===== src/rtl/window_gen_3x3_if.sv =====
// Pixel-in / window-out stream bundle for the 3x3 window generator.
interface window_gen_3x3_if #(
    parameter int IMG_W = 8,
    parameter int IMG_H = 8
);
    localparam int RW = $clog2(IMG_H);
    localparam int CW = $clog2(IMG_W);

    logic          in_valid;
    logic          in_ready;
    logic          in_pix;
    logic          win_valid;
    logic          win_ready;
    logic [8:0]    X;
    logic [RW-1:0] win_row;
    logic [CW-1:0] win_col;
    logic          frame_done;

    modport slave (
        input  in_valid, in_pix, win_ready,
        output in_ready, win_valid, X, win_row, win_col, frame_done
    );

    modport master (
        output in_valid, in_pix, win_ready,
        input  in_ready, win_valid, X, win_row, win_col, frame_done
    );
endinterface


===== src/rtl/window_gen_3x3.sv =====
// Streaming 3x3 window generator over a raster binary image with two line buffers.
// state  | meaning: FILL = rows 0..1 buffering only; STREAM = rows >= 2, emit windows at col >= 2
module window_gen_3x3 #(
    parameter int IMG_W = 8,
    parameter int IMG_H = 8
) (
    input  logic clk,
    input  logic rst_n,
    input  logic clear,
    window_gen_3x3_if.slave bus
);
    localparam int RW = $clog2(IMG_H);
    localparam int CW = $clog2(IMG_W);
    localparam logic [CW-1:0] COL_LAST = CW'(IMG_W - 1);
    localparam logic [RW-1:0] ROW_LAST = RW'(IMG_H - 1);

    typedef enum logic {FILL, STREAM} state_t;

    state_t        state;
    logic [CW-1:0] col;
    logic [RW-1:0] row;
    logic [IMG_W-1:0] line1;
    logic [IMG_W-1:0] line2;
    logic [8:0]    win_cols;
    logic [8:0]    new_win;
    logic [8:0]    x_q;
    logic [RW-1:0] row_q;
    logic [CW-1:0] col_q;
    logic          win_valid_q;
    logic          frame_done_q;
    logic          in_ready_w;
    logic          accept;
    logic          emit;
    logic          col_last;
    logic          row_last;

    assign in_ready_w = !(win_valid_q && !bus.win_ready);
    assign accept     = bus.in_valid && in_ready_w && !clear;
    assign emit       = accept && (state == STREAM) && (col >= CW'(2));
    assign col_last   = (col == COL_LAST);
    assign row_last   = (row == ROW_LAST);

    // Shift columns left; the new right column is {line2, line1, pixel} at col.
    assign new_win = {win_cols[7], win_cols[6], line2[col],
                      win_cols[4], win_cols[3], line1[col],
                      win_cols[1], win_cols[0], bus.in_pix};

    always_ff @(posedge clk) begin
        if (accept) begin
            line2[col] <= line1[col];
            line1[col] <= bus.in_pix;
        end
    end

    always_ff @(posedge clk or negedge rst_n) begin
        if (!rst_n) begin
            state        <= FILL;
            col          <= '0;
            row          <= '0;
            win_cols     <= '0;
            x_q          <= '0;
            row_q        <= '0;
            col_q        <= '0;
            win_valid_q  <= 1'b0;
            frame_done_q <= 1'b0;
        end else if (clear) begin
            state        <= FILL;
            col          <= '0;
            row          <= '0;
            win_cols     <= '0;
            x_q          <= '0;
            row_q        <= '0;
            col_q        <= '0;
            win_valid_q  <= 1'b0;
            frame_done_q <= 1'b0;
        end else begin
            frame_done_q <= accept && col_last && row_last;
            if (accept) begin
                win_cols <= new_win;
                if (col_last) begin
                    col <= '0;
                    row <= row_last ? '0 : row + RW'(1);
                end else begin
                    col <= col + CW'(1);
                end
                case (state)
                    FILL:   if (col_last && row == RW'(1)) state <= STREAM;
                    STREAM: if (col_last && row_last)      state <= FILL;
                    default: state <= FILL;
                endcase
            end
            if (emit) begin
                x_q         <= new_win;
                row_q       <= row;
                col_q       <= col;
                win_valid_q <= 1'b1;
            end else if (win_valid_q && bus.win_ready) begin
                win_valid_q <= 1'b0;
            end
        end
    end

    assign bus.in_ready   = in_ready_w;
    assign bus.win_valid  = win_valid_q;
    assign bus.X          = x_q;
    assign bus.win_row    = row_q;
    assign bus.win_col    = col_q;
    assign bus.frame_done = frame_done_q;
endmodule


===== src/flat_wrapper.sv =====
// flat-port wrapper written by rule: the top's interface ports become plain ports
module window_gen_3x3_flat 
#(
    parameter int IMG_W = 8,
    parameter int IMG_H = 8
)
  (clk, rst_n, clear, bus_in_valid, bus_in_pix, bus_win_ready, bus_in_ready, bus_win_valid, bus_X, bus_win_row, bus_win_col, bus_frame_done);
  window_gen_3x3_if #(.IMG_W(IMG_W), .IMG_H(IMG_H)) bus_i ();
  input  logic clk;
  input  logic rst_n;
  input  logic clear;
  input wire logic [$bits(bus_i.in_valid)-1:0] bus_in_valid;
  input wire logic [$bits(bus_i.in_pix)-1:0] bus_in_pix;
  input wire logic [$bits(bus_i.win_ready)-1:0] bus_win_ready;
  output wire logic [$bits(bus_i.in_ready)-1:0] bus_in_ready;
  output wire logic [$bits(bus_i.win_valid)-1:0] bus_win_valid;
  output wire logic [$bits(bus_i.X)-1:0] bus_X;
  output wire logic [$bits(bus_i.win_row)-1:0] bus_win_row;
  output wire logic [$bits(bus_i.win_col)-1:0] bus_win_col;
  output wire logic [$bits(bus_i.frame_done)-1:0] bus_frame_done;
  assign bus_i.in_valid = bus_in_valid;
  assign bus_i.in_pix = bus_in_pix;
  assign bus_i.win_ready = bus_win_ready;
  assign bus_in_ready = bus_i.in_ready;
  assign bus_win_valid = bus_i.win_valid;
  assign bus_X = bus_i.X;
  assign bus_win_row = bus_i.win_row;
  assign bus_win_col = bus_i.win_col;
  assign bus_frame_done = bus_i.frame_done;
  window_gen_3x3 #(.IMG_W(IMG_W), .IMG_H(IMG_H)) u_core (.clk(clk), .rst_n(rst_n), .clear(clear), .bus(bus_i));
endmodule

===== config.mk =====
export PLATFORM = sky130hd
export DESIGN_NAME = window_gen_3x3_flat
export DESIGN_NICKNAME = d
export VERILOG_FILES = /design/src/rtl/window_gen_3x3_if.sv /design/src/rtl/window_gen_3x3.sv /design/src/flat_wrapper.sv
export SDC_FILE = /design/constraint.sdc
export NUM_CORES = 1
export LEC_CHECK = 0
export CORE_MARGIN = 10
export CORE_UTILIZATION = 55
export DETAILED_ROUTE_END_ITERATION = 8
export DONT_BUFFER_PORTS = 1
export PLACE_DENSITY = 0.71
export SETUP_SLACK_MARGIN = 0.05
export SLEW_MARGIN = 15
export SYNTH_ARGS = -nofsm -noshare
export SYNTH_HDL_FRONTEND = slang
export SYNTH_SLANG_ARGS = --single-unit

===== constraint.sdc =====
create_clock -name clk -period 1.9 [get_ports clk]
set_clock_uncertainty 0.15 [all_clocks]
set_input_delay 0.19 -clock clk [delete_from_list [all_inputs] [get_ports clk]]
set_output_delay 0.19 -clock clk [all_outputs]
set_load 0.02 [all_outputs]

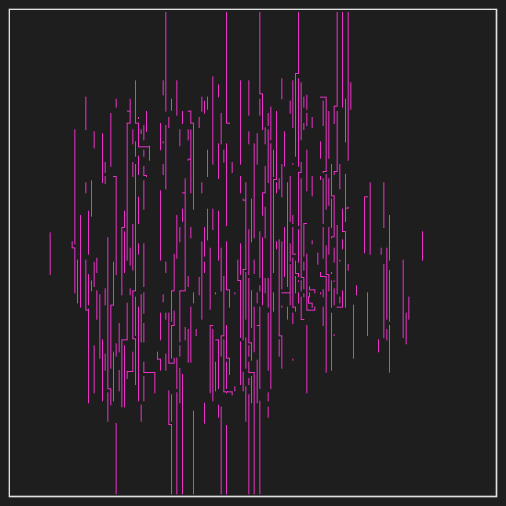
**Above:** met2 routing.
Scale: 6 px per um.
183 nets have wire on it. The wires run mostly vertical. The longest straight run is 40.8 um. The layer carries 2130 um of wire. The layer holds 50% of the routed length.
via count: 1425
met2 track demand over resource in global routing: 0.217
total wire length after detailed routing: 4240 um

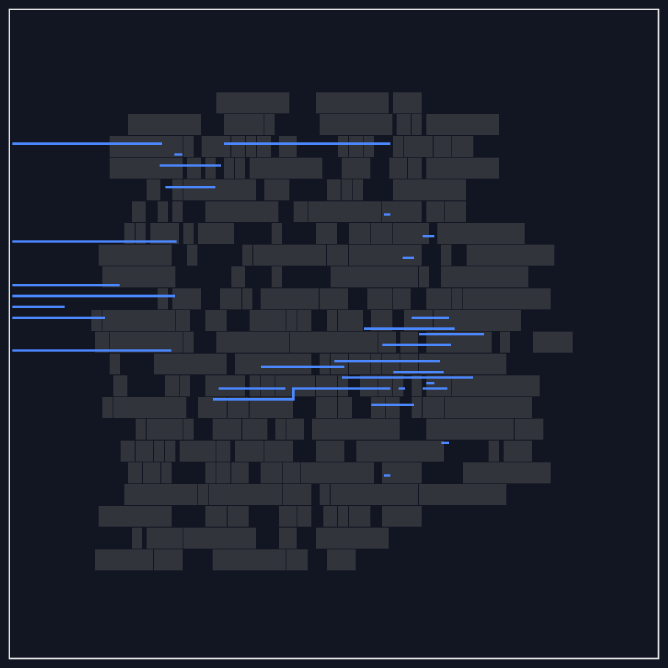
**Above:** met3 routing.
Scale: 8 px per um. Cells faint in the background.
The layer carries 263 um of wire. The layer holds 6.2% of the routed length. The longest straight run is 20.5 um.
met3 track utilization from global routing: 0.0430

==> highlights.md <==
• outcome: completed
• Critical Path Max Stage Delay: 870 ps
• cell breakdown of the critical path: dlygate4sd3_1 > nor4_1
• core area: 3630 um2
• Max Cap Viol: 0
• routed wirelength normalized by instance count: 16.7 um
• tool warnings: 28
• Overall Power: 0.00183 W
• Dominant flop cell: dfrtp_1
• share of layout cells above drive strength 1: 0.166
• Clock Sinks: 46
• number of endpoints failing setup at the final stage: 0
• time the final worst path needs with I/O delays and setup: 1860 ps
• number of I/O port buffers: 0
• Yosys cell types: 35
• detailed-route DRC error count: 0
• most used standard cells in the synthesized netlist: 33 x nand2_1, 30 x dfrtp_1, 16 x edfxtp_1
• clock slew seen by the registers of the worst setup and hold paths: 80 ps
• category of cells accounting for the largest share of critical-path delay: buffers and inverters
• Yosys warnings: 0
• Max Clk Rate: 0.537 GHz
• routability cong.: 0.824
• maximum number of pins on one net before global-route repair: 31
• critical path's slowest cell: dlygate4sd3_1
• post-synthesis instance area: 2040 um2
• kind of start point of the critical path: primary input
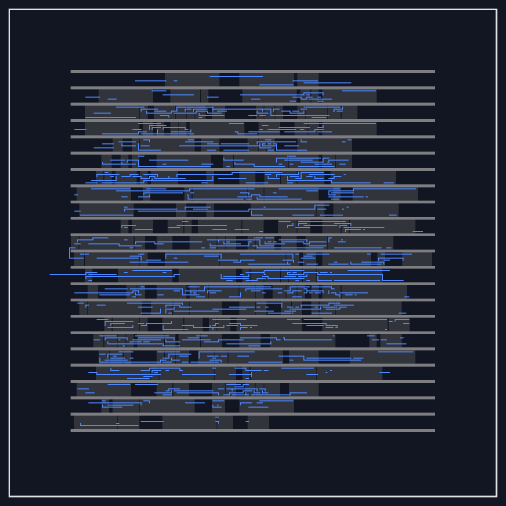
**Above:** signal wires on met1.
Scale: 6 px per um. Supply wires on this layer in grey. Cells faint in the background.
The wires run mostly horizontal. The layer carries 1710 um of wire.
met1 usage: 0.162

[registers in the layout, indices dropped and copies added (netlist names)]
register,count
u_core.bus.win_col,3
u_core.line2,8
u_core.bus.win_row,3
u_core.bus.X,9
u_core.bus.win_valid,1
u_core.bus.frame_done,1
u_core.line1,8
u_core.col,3
u_core.win_cols,6
u_core.row,3
u_core.state,1
[final timing paths]
path / end / slack (ps) / from / cells after the start
min: u_core.bus.win_row[1] / 40 / clear / 3
min reg2reg: u_core.bus.X[2] / 340 / u_core.win_cols[1] / 2
max in group asynchronous: u_core.col[2] / 1250 / rst_n / 2
max: u_core.line1[4] / 40 / clear / 2
max reg2reg: u_core.line2[5] / 120 / u_core.col[2] / 5
min in group asynchronous: u_core.row[0] / 170 / rst_n / 2
[per-layer routing]
layer | track usage | vias to the layer above | wire, um
met5 | 0 | - | 0
met4 | 0.0830 | 0 | 133
met3 | 0.0430 | 16 | 263
met2 | 0.217 | 40 | 2130
met1 | 0.162 | 694 | 1710
li1 | - | 675 | -
[power by group]
group	switching [W]	internal [W]
sequential	0.0000119	0.00105
combinational	0.0000970	0.0000755
clock	0.000307	0.000286
total	0.000416	0.00141
[metrics by stage]
| stage | area, um2 | worst slack (ps) |
|---|---|---|
| 5_1_grt | 2370 | -5.67 |
| 3_3_place_gp | 2130 | 129 |
| 6_report | 2370 | 38.0 |
| 4_1_cts | 2310 | 55.6 |
| 2_1_floorplan | 2040 | 129 |
| 3_5_place_dp | 2130 | 77.0 |
[final cells by class]
class                      instances  area (um2)  share of cell area
tap                               48        60.1              0.0254
clock buffer                       6        82.6              0.0349
timing repair buffer              26         235              0.0994
sequential                        46        1230               0.521
multi-input combinational        118         723               0.305
clock inverter                     2        7.51             0.00317
inverter                           7        26.3              0.0111
[kinds of logic after synthesis]
kind of cell / after synthesis / synth area share
AND/OR/NAND/NOR: 72 / 0.173
multiplexers: 9 / 0.0502
adder cells (fa/ha/maj): 5 / 0.0306
buffers and inverters: 19 / 0.0453
AND-OR/OR-AND: 31 / 0.0949
flip-flops: 46 / 0.602
XOR/XNOR: 1 / 0.00428
[repair_timing]
action                     CTS  global route
hold endpoints to repair    69             0
buffers inserted             0             8
gates resized                1             2
pin swaps                    0             1
hold buffers                 8             0
setup endpoints to repair    8            17
[placed cells by master (no fill, tap or decap), types with 2 or more instances in the layout]
master / n
nand2_1: 33
dfrtp_1: 29
buf_4: 16
edfxtp_1: 16
a21oi_1: 15
nor2_1: 12
mux2i_1: 8
nand2b_1: 7
o21ai_0: 7
dlygate4sd3_1: 7
inv_1: 6
clkbuf_8: 6
ha_1: 4
nand3_1: 3
nor4_1: 3
nand4_1: 3
o221ai_1: 2
and3_1: 2
and4_1: 2
or3_1: 2
clkinv_1: 2
buf_12: 2
Power is estimated from default activity; no workload was simulated.
